## src/rtl/uart_pkg.sv

```systemverilog
// Shared constants and types for the 16550-style FIFOs: LSR error-tag bit positions,
// default depth and the FCR receive trigger-level encoding.
package uart_pkg;

  localparam int unsigned ERR_PE = 0;
  localparam int unsigned ERR_FE = 1;
  localparam int unsigned ERR_BI = 2;

  localparam int unsigned FIFO_DEPTH_DEFAULT = 16;

  typedef enum logic [1:0] {
    TrigLvl1  = 2'd0,
    TrigLvl4  = 2'd1,
    TrigLvl8  = 2'd2,
    TrigLvl14 = 2'd3
  } trig_lvl_e;

  function automatic int unsigned trig_threshold(trig_lvl_e lvl);
    int unsigned thr;
    unique case (lvl)
      TrigLvl1:  thr = 1;
      TrigLvl4:  thr = 4;
      TrigLvl8:  thr = 8;
      TrigLvl14: thr = 14;
      default:   thr = 1;
    endcase
    return thr;
  endfunction

endpackage

```

## src/rtl/uart_fifo_mem.sv

```systemverilog
// FIFO storage: synchronous write, asynchronous read, deliberately not reset.
module uart_fifo_mem #(
  parameter int unsigned Width = 11,
  parameter int unsigned Depth = 16,
  localparam int unsigned AddrW = $clog2(Depth)
) (
  input  logic             clk_i,
  input  logic             we_i,
  input  logic [AddrW-1:0] waddr_i,
  input  logic [Width-1:0] wdata_i,
  input  logic [AddrW-1:0] raddr_i,
  output logic [Width-1:0] rdata_o
);

  logic [Width-1:0] mem_q [Depth];

  always_ff @(posedge clk_i) begin
    if (we_i) begin
      mem_q[waddr_i] <= wdata_i;
    end
  end

  assign rdata_o = mem_q[raddr_i];

endmodule

```

## src/rtl/uart_fifo_param.sv

```systemverilog
// 16550-compatible TX/RX FIFO: circular buffer with occupancy count, per-entry error tag,
// flush on clear or mode change, 16450 single-entry mode, trigger level and status flags.
module uart_fifo_param
  import uart_pkg::*;
#(
  parameter int unsigned DATA_W = 8,
  parameter int unsigned ERR_W  = 3,
  parameter int unsigned DEPTH  = FIFO_DEPTH_DEFAULT,
  localparam int unsigned CNT_W = $clog2(DEPTH) + 1
) (
  input  logic              clk_i,
  input  logic              rst_ni,
  input  logic              en_i,
  input  logic              clr_i,
  input  logic              push_i,
  input  logic [DATA_W-1:0] din_i,
  input  logic [ERR_W-1:0]  err_in_i,
  input  logic              pop_i,
  output logic [DATA_W-1:0] dout_o,
  output logic [ERR_W-1:0]  err_out_o,
  output logic [CNT_W-1:0]  count_o,
  output logic              empty_o,
  output logic              full_o,
  input  logic [CNT_W-1:0]  threshold_i,
  output logic              thre_trigger_o,
  output logic              overrun_o,
  input  logic              overrun_clr_i,
  output logic              underrun_o,
  output logic              err_any_o
);

  localparam int unsigned PTR_W = $clog2(DEPTH);
  localparam int unsigned ENT_W = DATA_W + ERR_W;

  if (DEPTH < 2 || (DEPTH & (DEPTH - 1)) != 0) begin : gen_depth_chk
    $fatal(1, "uart_fifo_param: DEPTH must be a power of two >= 2");
  end

  logic [PTR_W-1:0] wr_ptr_q, wr_ptr_d, rd_ptr_q, rd_ptr_d;
  logic [CNT_W-1:0] count_q, count_d, err_cnt_q, err_cnt_d, eff_depth;
  logic             overrun_q, overrun_d, underrun_q, underrun_d, thre_q, thre_d, en_q;
  logic             flush, empty, full, pop_ok, push_ok;
  logic [ENT_W-1:0] rdata;
  logic [DATA_W-1:0] head_data;
  logic [ERR_W-1:0]  head_err;

  // Toggling FIFO enable flushes, like the 16550 FCR[0].
  assign flush     = clr_i | (en_i != en_q);
  assign eff_depth = en_i ? CNT_W'(DEPTH) : CNT_W'(1);
  assign empty     = (count_q == '0);
  assign full      = (count_q == eff_depth);
  assign pop_ok    = pop_i & ~empty;
  assign push_ok   = push_i & (~full | pop_ok);
  assign {head_err, head_data} = rdata;

  always_comb begin
    wr_ptr_d   = wr_ptr_q;
    rd_ptr_d   = rd_ptr_q;
    count_d    = count_q;
    err_cnt_d  = err_cnt_q;
    overrun_d  = overrun_q;
    underrun_d = 1'b0;
    thre_d     = 1'b0;
    if (flush) begin
      wr_ptr_d  = '0;
      rd_ptr_d  = '0;
      count_d   = '0;
      err_cnt_d = '0;
      overrun_d = 1'b0;
    end else begin
      if (push_ok) wr_ptr_d = en_i ? wr_ptr_q + PTR_W'(1) : '0;
      if (pop_ok)  rd_ptr_d = en_i ? rd_ptr_q + PTR_W'(1) : '0;
      count_d    = count_q + CNT_W'(push_ok) - CNT_W'(pop_ok);
      err_cnt_d  = err_cnt_q + CNT_W'(push_ok & (|err_in_i)) - CNT_W'(pop_ok & (|head_err));
      underrun_d = pop_i & empty;
      if (push_i & full & ~pop_ok) begin
        overrun_d = 1'b1;
      end else if (overrun_clr_i) begin
        overrun_d = 1'b0;
      end
      thre_d = (count_d >= threshold_i) && (threshold_i != '0);
    end
  end

  always_ff @(posedge clk_i or negedge rst_ni) begin
    if (!rst_ni) begin
      wr_ptr_q   <= '0;
      rd_ptr_q   <= '0;
      count_q    <= '0;
      err_cnt_q  <= '0;
      overrun_q  <= 1'b0;
      underrun_q <= 1'b0;
      thre_q     <= 1'b0;
      en_q       <= 1'b0;
    end else begin
      wr_ptr_q   <= wr_ptr_d;
      rd_ptr_q   <= rd_ptr_d;
      count_q    <= count_d;
      err_cnt_q  <= err_cnt_d;
      overrun_q  <= overrun_d;
      underrun_q <= underrun_d;
      thre_q     <= thre_d;
      en_q       <= en_i;
    end
  end

  uart_fifo_mem #(
    .Width(ENT_W),
    .Depth(DEPTH)
  ) u_mem (
    .clk_i  (clk_i),
    .we_i   (push_ok & ~flush),
    .waddr_i(wr_ptr_q),
    .wdata_i({err_in_i, din_i}),
    .raddr_i(rd_ptr_q),
    .rdata_o(rdata)
  );

  // Storage is not reset, so mask the head while empty to keep stale data hidden.
  assign dout_o         = empty ? '0 : head_data;
  assign err_out_o      = empty ? '0 : head_err;
  assign count_o        = count_q;
  assign empty_o        = empty;
  assign full_o         = full;
  assign thre_trigger_o = thre_q;
  assign overrun_o      = overrun_q;
  assign underrun_o     = underrun_q;
  assign err_any_o      = (err_cnt_q != '0);

endmodule

```

## config.mk

```make
export PLATFORM = sky130hd
export DESIGN_NAME = uart_fifo_param
export DESIGN_NICKNAME = d
export VERILOG_FILES = /design/src/rtl/uart_pkg.sv /design/src/rtl/uart_fifo_mem.sv /design/src/rtl/uart_fifo_param.sv
export SDC_FILE = /design/constraint.sdc
export NUM_CORES = 1
export LEC_CHECK = 0
export ABC_AREA = 1
export CORE_ASPECT_RATIO = 0.9
export CORE_MARGIN = 1
export CORE_UTILIZATION = 60
export DETAILED_ROUTE_END_ITERATION = 10
export PLACE_DENSITY = 0.81
export SYNTH_ARGS = -nofsm -noshare
export SYNTH_HDL_FRONTEND = slang
export SYNTH_SLANG_ARGS = --single-unit
export TNS_END_PERCENT = 20
```

## constraint.sdc

```tcl
create_clock -name clk_i -period 4.19 [get_ports clk_i]
set_clock_uncertainty 0.05 [all_clocks]
set_input_delay 0.6285 -clock clk_i [delete_from_list [all_inputs] [get_ports clk_i]]
set_output_delay 0.6285 -clock clk_i [all_outputs]
set_load 0.02 [all_outputs]
```

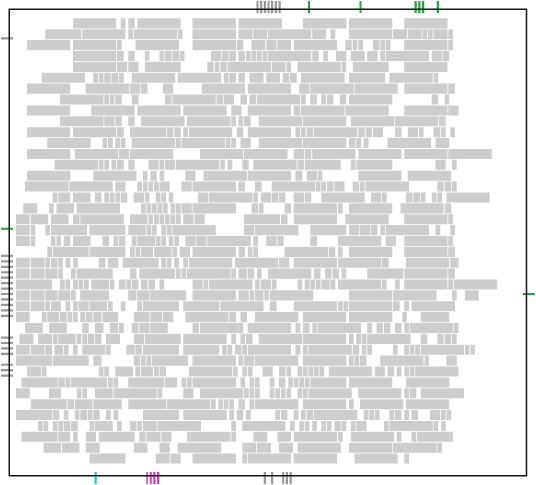
*Pin map*
Scale: 4 px per um. Pins as bars across the die edge, other pins in gray.
| color | port | pins | direction | edge |
|---|---|---|---|---|
| magenta | `err_in_i` | 3 | input | bottom |
| green | `din_i` | 8 | input | 6 top, 1 right, 1 left |
| cyan | `err_any_o` | 1 | output | bottom |

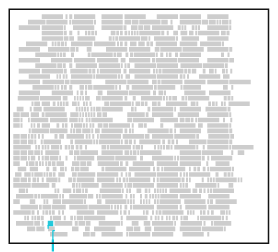
*Wires at chosen ports, followed through buffers*
Scale: 2 px per um.
| color | port | direction | edge | end cells | buffers | wire |
|---|---|---|---|---|---|---|
| cyan | `err_any_o` | output | bottom | 1 | 1 | 10.5 um |
io pins: 45
Port-buffer cells: 44

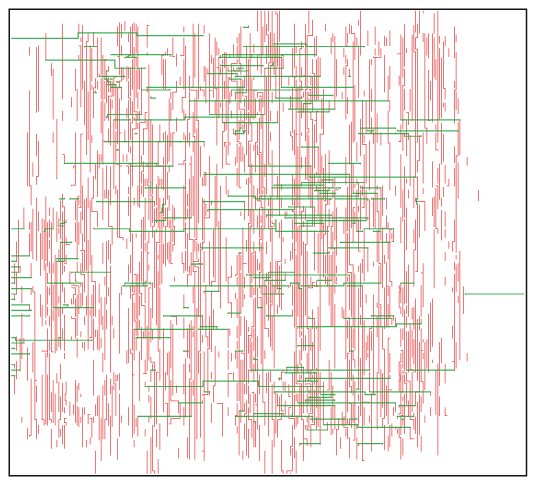
*Signal wires by layer*
Scale: 4 px per um. Only two layers are drawn.
| color | layer | wire length |
|---|---|---|
| red | M2 | 10000 um |
| green | M3 | 1780 um |
final wirelength: 20180 um
routed vias: 6140

==> results.yml <==
# synthesis and place-and-route metrics
synthesis:
  synthSimpleGateAreaFrac_pct: 14.66
  async_flop_share_pct: 11.11
  most_common_cell: "edfxtp_1"
  ys_top_cells_by_area: "edfxtp_1 (61%), nor2_1 (6.4%), dfrtp_1 (6.3%)"
  ys_area_um2: 8698
  yosysTopAreaCell: "edfxtp_1"
  syn_area_per_cell_um2: 11.33
  fp_nets: 814
  xor_share_pct: 0.9062
  synth_cells: 768
  mux_area_share_pct: 0
  ys_seq_share_pct: 67.09
  compound_area_share_pct: 9.033
  syn_area_um2: 8698
  ys_seq_elements: 198
  top_area_share_pct: 60.76
  ys_warn_count: 0
  synth_cell_type_count: 34
worst_setup_path:
  cp-start-kind: "flip-flop"
  cpPeakStageDelay_ns: 0.64
  cp.depth: 7
  crit_required_ns: 3.51
  reg2regPathDepth: 18
  cp_slowest_cell: "clkdlybuf4s50_1"
  reg2reg_from: "rd_ptr_q[2]"
  critical-path-top-delay-family: "buffers and inverters"
  crit_path_end: "dout_o[6]"
  r2r_end: "err_cnt_q[4]"
  rrSetupSlack_ns: 0.43
  path_class: "flip-flop to output pin"
  timing.critical_path.buf_inv: 3
finish:
  mostFrequentLayoutCells: "edfxtp_1 (176), nor2_1 (148), nand2_1 (111)"
  antenna_cells: 0
  final_common_cell: "edfxtp_1"
  nClkBuffers: 18
  ff_count: 198
  final-nonclk-buf-share_pct: 6.526
  seq_area_um2: 5837
  fin_nets: 865
  inv_count: 50
  logic_gate_count: 481
  final_area_um2: 10050
  final-clk-cell-share_pct: 6.787
  logic_area_um2: 2442
  fillCellCount: 893
  comb_area_share_pct: 24.31
  drive_gt1_share_pct: 8.413
clocking:
  worstSkewPairLatency_ns: 0.44
  htree_num_levels: 4
  cts_tree: "built"
  cts_setup_buffers: 0
  cts-hold-fix-buffers: 0
  path_clk_slew_ns: 0.07
  cts_resized: 0
  cts.path.max_buffers: 2
placement:
  dpl.cell_count: 993
  dpl_cell_area_um2: 9365
sta:
  relSlewSlack_pct: 31.89
  hold_violations: 0
  period_used_pct: 91.23
  maxSlewViolCount: 0
  whs_ns: 0.5317
routing:
  dr_wl_met3_um: 1778
  via_per_inst: 5.990
  route.detailed.drc: 0
  top_layer: "met4"
  antenna_left: 0
  drt-initial-drc-count: 655
pwr:
  powerSeq_mw: 2.23
  p_switching_mw: 1.486
  totalPowerFinal_mw: 5.314
  leakagePower_nw: 3.707
  sw_frac_of_total_pct: 27.97
floorplan:
  rows: 41
  dieArea_um2: 14980
  dieHeight_um: 116.2
  die-width_um: 128.9
job:
  drv_cap: 0
  tool_warnings: 31
global_routing:
  grt-ovfl-total: 0
  grt_max_degree: 61
  grt_util_all_layers_pct: 28.57
  grtUsageMet1_pct: 36.11
  busiest_layer: "met2"
  grtUsageMet2_pct: 47.50
  grt_pass1_wl_um: 30890
min_path:
  hold_path_end: "overrun_o"
  holdPathStages: 2
status:
  status: "complete, no violations"
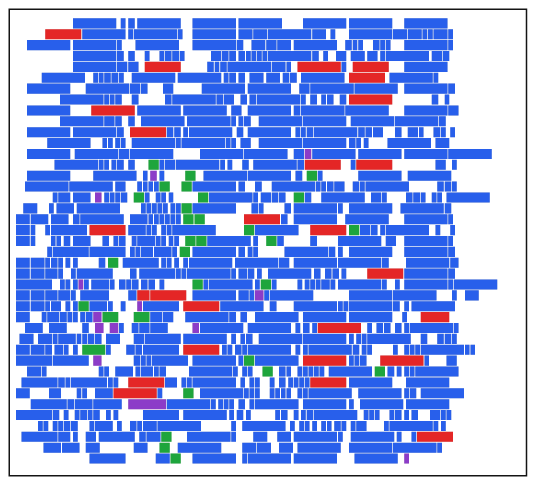
*Sizing map*
Scale: 4 px per um.
| color | size | cells |
|---|---|---|
| green | x3 and x4 | 31 |
| blue | x1 and smaller | 762 |
| purple | x2 | 13 |
| red | x6 and larger | 26 |
Non-clk bufs: 71
Area Overhead vs Synth: 15.51%
final worst slack: 0.3675 ns

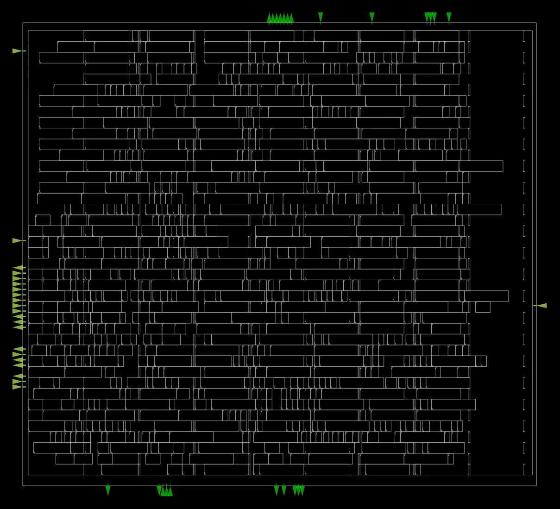
*Cell placement*
number of tapcells: 193
post-layout util: 71.22%

Power figures rest on the tool's default switching activity, not on a simulated workload.
